### Routing congestion

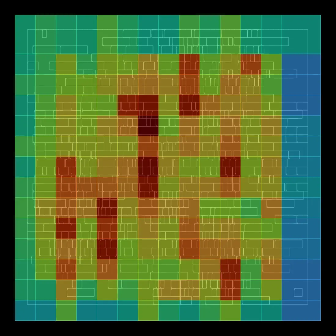
### M4 wires

Cells faint in the background.
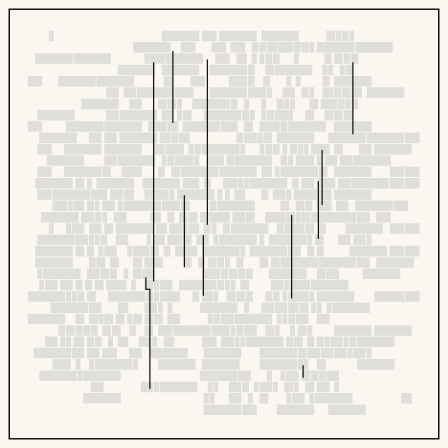
==> src/rtl/ultrasonic_pkg.sv <==
// Shared types and 50 MHz defaults for the multi-sensor ultrasonic scan controller.
package ultrasonic_pkg;

    typedef enum logic [2:0] {
        S_IDLE,
        S_TRIG,
        S_WAIT_RISE,
        S_MEASURE,
        S_GUARD
    } state_t;

    localparam logic [1:0] ST_OK      = 2'b00;
    localparam logic [1:0] ST_NOECHO  = 2'b01;
    localparam logic [1:0] ST_RANGE   = 2'b10;

    localparam int unsigned DEF_N_SENSOR    = 4;
    localparam int unsigned DEF_TRIG_CYCLES = 500;
    localparam int unsigned DEF_CM_DIV      = 2943;
    localparam int unsigned DEF_WAIT_MAX    = 1_500_000;
    localparam int unsigned DEF_MAX_CM      = 400;
    localparam int unsigned DEF_SLOT_CYCLES = 3_000_000;

    function automatic int unsigned max_u(input int unsigned a, input int unsigned b);
        return (a > b) ? a : b;
    endfunction

endpackage

==> src/rtl/ultrasonic_scan_ctrl_echo_sync.sv <==
// Per-channel 2-flop synchronizer with registered single-cycle rise/fall pulses.
module echo_sync_edge #(
    parameter int unsigned W = 4
) (
    input  logic         sys_clk50m,
    input  logic         sys_rst,
    input  logic [W-1:0] din,
    output logic [W-1:0] rise,
    output logic [W-1:0] fall
);

    logic [W-1:0] sync1;
    logic [W-1:0] sync2;
    logic [W-1:0] dly;

    // Pin-to-pulse latency is identical for both edges so widths are preserved.
    always_ff @(posedge sys_clk50m or negedge sys_rst) begin
        if (!sys_rst) begin
            sync1 <= '0;
            sync2 <= '0;
            dly   <= '0;
            rise  <= '0;
            fall  <= '0;
        end else begin
            sync1 <= din;
            sync2 <= sync1;
            dly   <= sync2;
            rise  <= sync2 & ~dly;
            fall  <= ~sync2 & dly;
        end
    end

endmodule

==> src/rtl/ultrasonic_scan_ctrl.sv <==
// Round-robin trigger/echo scheduler sharing one range measurement datapath
// across N_SENSOR ultrasonic rangefinders.
module ultrasonic_scan_ctrl
    import ultrasonic_pkg::*;
#(
    parameter int unsigned N_SENSOR    = DEF_N_SENSOR,
    parameter int unsigned TRIG_CYCLES = DEF_TRIG_CYCLES,
    parameter int unsigned CM_DIV      = DEF_CM_DIV,
    parameter int unsigned WAIT_MAX    = DEF_WAIT_MAX,
    parameter int unsigned MAX_CM      = DEF_MAX_CM,
    parameter int unsigned SLOT_CYCLES = DEF_SLOT_CYCLES
) (
    input  logic                sys_clk50m,
    input  logic                sys_rst,
    input  logic                enable,
    input  logic [N_SENSOR-1:0] echo,
    output logic [N_SENSOR-1:0] trig,
    output logic                busy,
    output logic                res_valid,
    output logic [2:0]          res_sel,
    output logic [9:0]          res_dist,
    output logic [1:0]          res_status,
    output logic                frame_done
);

    localparam int unsigned WAIT_W  = $clog2(max_u(TRIG_CYCLES, WAIT_MAX));
    localparam int unsigned PRESC_W = $clog2(CM_DIV);
    localparam int unsigned CM_W    = $clog2(MAX_CM + 2);
    localparam int unsigned SLOT_W  = $clog2(SLOT_CYCLES);
    localparam int unsigned SEL_W   = 3;

    localparam logic [WAIT_W-1:0]  TRIG_LAST  = WAIT_W'(TRIG_CYCLES - 1);
    localparam logic [WAIT_W-1:0]  WAIT_LAST  = WAIT_W'(WAIT_MAX - 1);
    localparam logic [PRESC_W-1:0] PRESC_LAST = PRESC_W'(CM_DIV - 1);
    localparam logic [CM_W-1:0]    CM_OVER    = CM_W'(MAX_CM + 1);
    localparam logic [SLOT_W-1:0]  SLOT_LAST  = SLOT_W'(SLOT_CYCLES - 1);
    localparam logic [SEL_W-1:0]   SEL_LAST   = SEL_W'(N_SENSOR - 1);

    state_t              state_q, state_n;
    logic [WAIT_W-1:0]   wait_q, wait_n;
    logic [PRESC_W-1:0]  presc_q, presc_n;
    logic [CM_W-1:0]     cm_q, cm_n;
    logic [SLOT_W-1:0]   slot_q, slot_n;
    logic [SEL_W-1:0]    sel_q, sel_n;

    logic                res_c;
    logic [9:0]          res_dist_c;
    logic [1:0]          res_status_c;

    logic [N_SENSOR-1:0] rise;
    logic [N_SENSOR-1:0] fall;
    logic [N_SENSOR-1:0] sel_oh;
    logic                rise_sel;
    logic                fall_sel;

    echo_sync_edge #(.W(N_SENSOR)) u_sync (
        .sys_clk50m (sys_clk50m),
        .sys_rst    (sys_rst),
        .din        (echo),
        .rise       (rise),
        .fall       (fall)
    );

    // Only the selected channel's edges matter; crosstalk elsewhere is masked.
    assign sel_oh   = N_SENSOR'(1) << sel_q;
    assign rise_sel = |(rise & sel_oh);
    assign fall_sel = |(fall & sel_oh);

    always_ff @(posedge sys_clk50m or negedge sys_rst) begin
        if (!sys_rst) state_q <= S_IDLE;
        else          state_q <= state_n;
    end

    always_comb begin
        state_n      = state_q;
        wait_n       = wait_q;
        presc_n      = presc_q;
        cm_n         = cm_q;
        slot_n       = (slot_q == SLOT_LAST) ? slot_q : slot_q + SLOT_W'(1);
        sel_n        = sel_q;
        res_c        = 1'b0;
        res_dist_c   = '0;
        res_status_c = ST_OK;

        case (state_q)
            S_IDLE: begin
                slot_n = '0;
                wait_n = '0;
                if (enable) state_n = S_TRIG;
            end
            S_TRIG: begin
                wait_n = wait_q + WAIT_W'(1);
                if (wait_q == TRIG_LAST) begin
                    wait_n  = '0;
                    state_n = S_WAIT_RISE;
                end
            end
            S_WAIT_RISE: begin
                if (rise_sel) begin
                    // The rise-detect cycle is the first cycle of echo width.
                    presc_n = PRESC_W'(1);
                    cm_n    = '0;
                    state_n = S_MEASURE;
                end else if (wait_q == WAIT_LAST) begin
                    res_c        = 1'b1;
                    res_status_c = ST_NOECHO;
                    state_n      = S_GUARD;
                end else begin
                    wait_n = wait_q + WAIT_W'(1);
                end
            end
            S_MEASURE: begin
                if (presc_q == PRESC_LAST) begin
                    presc_n = '0;
                    cm_n    = cm_q + CM_W'(1);
                end else begin
                    presc_n = presc_q + PRESC_W'(1);
                end
                if (cm_q == CM_OVER) begin
                    res_c        = 1'b1;
                    res_status_c = ST_RANGE;
                    res_dist_c   = 10'(MAX_CM);
                    state_n      = S_GUARD;
                end else if (fall_sel) begin
                    res_c        = 1'b1;
                    res_dist_c   = 10'(cm_q);
                    state_n      = S_GUARD;
                end
            end
            S_GUARD: begin
                wait_n = '0;
                if (slot_q == SLOT_LAST) begin
                    slot_n  = '0;
                    sel_n   = (sel_q == SEL_LAST) ? '0 : sel_q + SEL_W'(1);
                    state_n = enable ? S_TRIG : S_IDLE;
                end
            end
            default: state_n = S_IDLE;
        endcase
    end

    always_ff @(posedge sys_clk50m or negedge sys_rst) begin
        if (!sys_rst) begin
            wait_q     <= '0;
            presc_q    <= '0;
            cm_q       <= '0;
            slot_q     <= '0;
            sel_q      <= '0;
            trig       <= '0;
            busy       <= 1'b0;
            res_valid  <= 1'b0;
            res_sel    <= '0;
            res_dist   <= '0;
            res_status <= ST_OK;
            frame_done <= 1'b0;
        end else begin
            wait_q     <= wait_n;
            presc_q    <= presc_n;
            cm_q       <= cm_n;
            slot_q     <= slot_n;
            sel_q      <= sel_n;
            trig       <= (state_q == S_TRIG) ? sel_oh : '0;
            busy       <= (state_q != S_IDLE);
            res_valid  <= res_c;
            frame_done <= res_c && (sel_q == SEL_LAST);
            if (res_c) begin
                res_sel    <= sel_q;
                res_dist   <= res_dist_c;
                res_status <= res_status_c;
            end
        end
    end

endmodule

==> config.mk <==
export PLATFORM = sky130hd
export DESIGN_NAME = ultrasonic_scan_ctrl
export DESIGN_NICKNAME = d
export VERILOG_FILES = /design/src/rtl/ultrasonic_pkg.sv /design/src/rtl/ultrasonic_scan_ctrl_echo_sync.sv /design/src/rtl/ultrasonic_scan_ctrl.sv
export SDC_FILE = /design/constraint.sdc
export NUM_CORES = 1
export LEC_CHECK = 0
export CORE_MARGIN = 4
export CORE_UTILIZATION = 58
export CTS_CLUSTER_DIAMETER = 40
export CTS_CLUSTER_SIZE = 8
export DETAILED_ROUTE_END_ITERATION = 10
export PLACE_DENSITY = 0.84
export SLEW_MARGIN = 30
export SYNTH_ARGS = -nofsm -noshare
export SYNTH_HDL_FRONTEND = slang
export SYNTH_HIERARCHICAL = 1
export SYNTH_SLANG_ARGS = --single-unit
==> constraint.sdc <==
create_clock -name sys_clk50m -period 2.9 [get_ports sys_clk50m]
set_input_delay 0.58 -clock sys_clk50m [delete_from_list [all_inputs] [get_ports sys_clk50m]]
set_output_delay 0.58 -clock sys_clk50m [all_outputs]
set_load 0.005 [all_outputs]
==> flow_summary_export.csv <==
group,metric,value,unit
synth,ys.warnings.count,6,
die,die_h,103,um
setup_path,crit_path_top_delay_cell,"or4_1",
synth,top_cells_by_count,"dfrtp_1, nor2_1, nand2_1",
final_timing,finalHoldViolations,0,
synth,ys_types,51,
detailed_routing,dr.pass1.iters,5,
synth,syn_area_per_cell,10.0,um2
final_timing,fin_ws,184,ps
setup_path,crit_arrival,2980,ps
pwr,seqPwrFrac,0.513,
final_timing,setup_viol,0,
clock_network,cts_setup_buffers,0,
synth,fp_nets,537,
detailed_routing,drt_iter0_markers,210,
global_route,antenna_found_initial,0,
die,core_area,8720,um2
layout,final_common_cell,"dfrtp_1",
setup_path,crit_required,3160,ps
final_timing,slew_headroom,0.429,
place,placed_cell_area,5620,um2
die,rows,34,
detailed_routing,vias_per_cell,5.97,
final_timing,finalCriticalPeriod,2720,ps
pwr,ir_worst_vdd,0.395,mV
synth,numSynthFlops,111,
clock_network,cts_root_buffer,"clkbuf_8",
clock_network,post_cts_resized,0,
setup_path,startpoint,"wait_q[17]",
pwr,comb_power,866,uW
clock_network,cts_tree,"yes",
setup_path,crit_type,"flip-flop to flip-flop",
synth,synth.most_common_cell,"dfrtp_1",
synth,area_leaders,"dfrtp_1, nor2_1, xnor2_1",
synth,syn_area,5210,um2
run_status,status,"complete, no violations",
setup_path,r2r_start,"wait_q[17]",
synth,top_area_frac,0.533,
detailed_routing,ant_nets,0,
synth,mux_area_frac,0.0106,
layout,lay_top_cells,"dfrtp_1, nor2_1, nand2_1, o21ai_0, clkdlybuf4s50_1",
synth,xor_share,0.0622,
global_route,grt_max_degree,67,
pwr,pg_clk,857,uW
setup_path,critPathBufInv,0,
synth,ys_cells,519,
pwr,total_power,3530,uW
layout,stdcell_count,662,
worst_hold_path,min_path_type,"input port to async pin",
die,fp_util,0.598,
pwr,p_leak,0.00251,uW
pwr,p_clk_frac,0.242,
clock_network,numCtsBuffers,9,
run,drv_cap,0,
synth,async_flop_share,1.00,
final_timing,max_freq,0.368,GHz
final_timing,rsz0062_at_grt,"no",
detailed_routing,drc,0,
global_route,grt_use_met2,0.335,
setup_path,worstReg2RegEnd,"res_sel[1]",
layout,postLayoutCellArea,5810,um2
run,warnings,31,
clock_network,ctsLongestPathBuffers,2,
final_timing,finClkSkew,12.2,ps
detailed_routing,wl_met1,4670,um
place,dp.cells,646,
pwr,p_per_area,608,nW/um2
global_route,first_global_vias,3902,
synth,edf_count,0,
synth,logic_family,"simple AND/OR/NAND/NOR gates",
die,die_w,103,um
place,portBuffers,27,
setup_path,cp_cell_sequence,"nand4_1 > or3_1 > or4_1 > or3_1 > a21o_1 > mux2_1",
synth,ff_type,"dfrtp_1",
synth,top_area_cell,"dfrtp_1",
synth,netlist_instances,519,
pwr,switching_share,0.347,
layout,drive_above_1_share,0.0812,
global_route,overflow,0,
pwr,intPower,2310,uW
synth,ys_sh_aoi,0.0984,
detailed_routing,vias,3952,
final_timing,drv_slew,0,
synth,yosysChipArea,5210,um2
final_timing,fin_hold_ws,192,ps
final_timing,tns,0,ps
die,io_pins,29,
detailed_routing,wirelength,10300,um
setup_path,cp-end-kind,"flip-flop",
clock_network,htree_levels,3,
setup_path,cp-start-kind,"flip-flop",
layout,multiInputGateArea,2310,um2
layout,syn_to_final_growth,11.5,%
pwr,sequentialPower,1810,uW
pwr,top_power_group,"registers",
place,gp_congestion,0.936,
clock_network,hold_buffers,0,
synth,ys_sh_simple,0.241,
setup_path,crit_family,"simple AND/OR/NAND/NOR gates",
place,place_hpwl,7320,um
setup_path,path_common_cell,"or3_1",
detailed_routing,wl_met2,5000,um
pwr,p_sw,1220,uW
setup_path,max_stage_delay,570,ps
detailed_routing,wl_met3,440,um
die,die_area,10600,um2
global_route,grt-busiest-layer,"met2",
clock_network,clkTransAtPathRegs,110,ps
layout,num_antenna_cells,0,
final_timing,tightest_slew,848,ps
synth,postSynthSeqShare,0.533,
setup_path,cp_max_fo,17,
layout,ff_latch_area,2780,um2
About 'Routing congestion':
GR Layer Usage met3: 0.0419
met1 Resource Use GR: 0.291
Final Core Density: 0.666
routed wire length per instance: 15.6 um

About 'M4 wires':
- nets with wire on the layer: 10
- main direction: vertical
- wire length on this layer: 234 um

## registers in the layout, indices dropped and copies added, names as in the netlist, 2 cells and up
register      flops
slot_q           22
wait_q           21
presc_q          12
cm_q              9
res_dist          9
trig              4
u_sync/dly        4
u_sync/fall       4
u_sync/rise       4
u_sync/sync1      4
u_sync/sync2      4
res_sel           3
sel_q             3
state_q           3
res_status        2
## how the worst max path moves through the flow
stage                        to  cells past startpoint
finish               res_sel[1]                      6
global route         wait_q[20]                      8
CTS                  res_sel[1]                      6
detailed placement   res_sel[1]                      6
global placement     res_sel[2]                      6
floorplan           res_dist[2]                      8
## cell type report
class                   instances  area share
flip-flops and latches        111       0.478
multi-input cells             375       0.397
repair buffers                 36      0.0599
well taps                     108      0.0233
clock buffers                   9      0.0213
inverters                      16      0.0103
clock inverters                 7     0.00991
No activity file was given, so power comes from the tool's default toggle rates.
